==> config.mk <==
export PLATFORM = sky130hd
export DESIGN_NAME = ifetch_queue_flat
export DESIGN_NICKNAME = d
export VERILOG_FILES = /design/src/rtl/ifetch_queue_if.sv /design/src/rtl/ifetch_queue.sv /design/src/flat_wrapper.sv
export SDC_FILE = /design/constraint.sdc
export NUM_CORES = 1
export LEC_CHECK = 0
export ABC_AREA = 1
export CAP_MARGIN = 20
export CORE_ASPECT_RATIO = 0.75
export CORE_MARGIN = 5
export CORE_UTILIZATION = 62
export CTS_BUF_LIST = sky130_fd_sc_hd__clkbuf_4
export DETAILED_ROUTE_END_ITERATION = 7
export HOLD_SLACK_MARGIN = 0.1
export PLACE_DENSITY = 0.88
export SLEW_MARGIN = 20
export SYNTH_ARGS = -nofsm -noshare
export SYNTH_HDL_FRONTEND = slang
export SYNTH_SLANG_ARGS = --single-unit
==> constraint.sdc <==
create_clock -name clk -period 5.2 [get_ports clk]
set_input_delay 1.04 -clock clk [delete_from_list [all_inputs] [get_ports clk]]
set_output_delay 1.04 -clock clk [all_outputs]
set_load 0.1 [all_outputs]
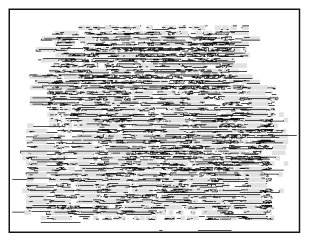
*Met1 routing*
Drawn at 2 px/um. Cells faint in the background.
main direction: horizontal
wire length on this layer: 7970 um
Routed WL: 19400 um
Global Route met1 Usage: 0.359

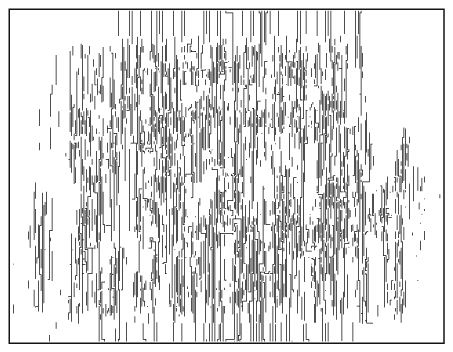
*M2 wires*
Drawn at 3 px/um.
share of all routed wire: 49%
nets with wire on the layer: 782
longest straight run: 39.8 um
wire length on this layer: 9410 um
main direction: vertical
GR Util met2: 0.380
via count: 6480

==> metrics.yaml <==
tightest_slew_ps: 999
lay_top_count: "nand2_1"
nFillCells: 904
seq_share: 0.507
outcome: "finished clean"
holdPathStages: 1
setup_viol: 0
bufAreaShareNonClock: 0.106
ys_sh_xor: 0.0198
ys_seq_share: 0.592
portBuffers: 103
grt_pass1_wl_um: 31100
dpl.cell_count: 1120
comb_area_um2: 2950
yosysWarnings: 0
r2r_slack_ps: 2660
cp.arrival_ps: 3410
top_cell_area_share: 0.458
crit_type: "reg2out"
diodes: 1
cp_cell_sequence: "inv_8 -> o21ai_0 -> nand2_1 -> nand2_1 -> clkinvlp_4 -> ha_1 -> inv_1 -> nor2_1 -> nand2_1 -> nor2_2 -> nand4_1 -> nand2_1 -> buf_12"
top_layer: "met4"
tool_warnings: 32
first_pass_iters: 5
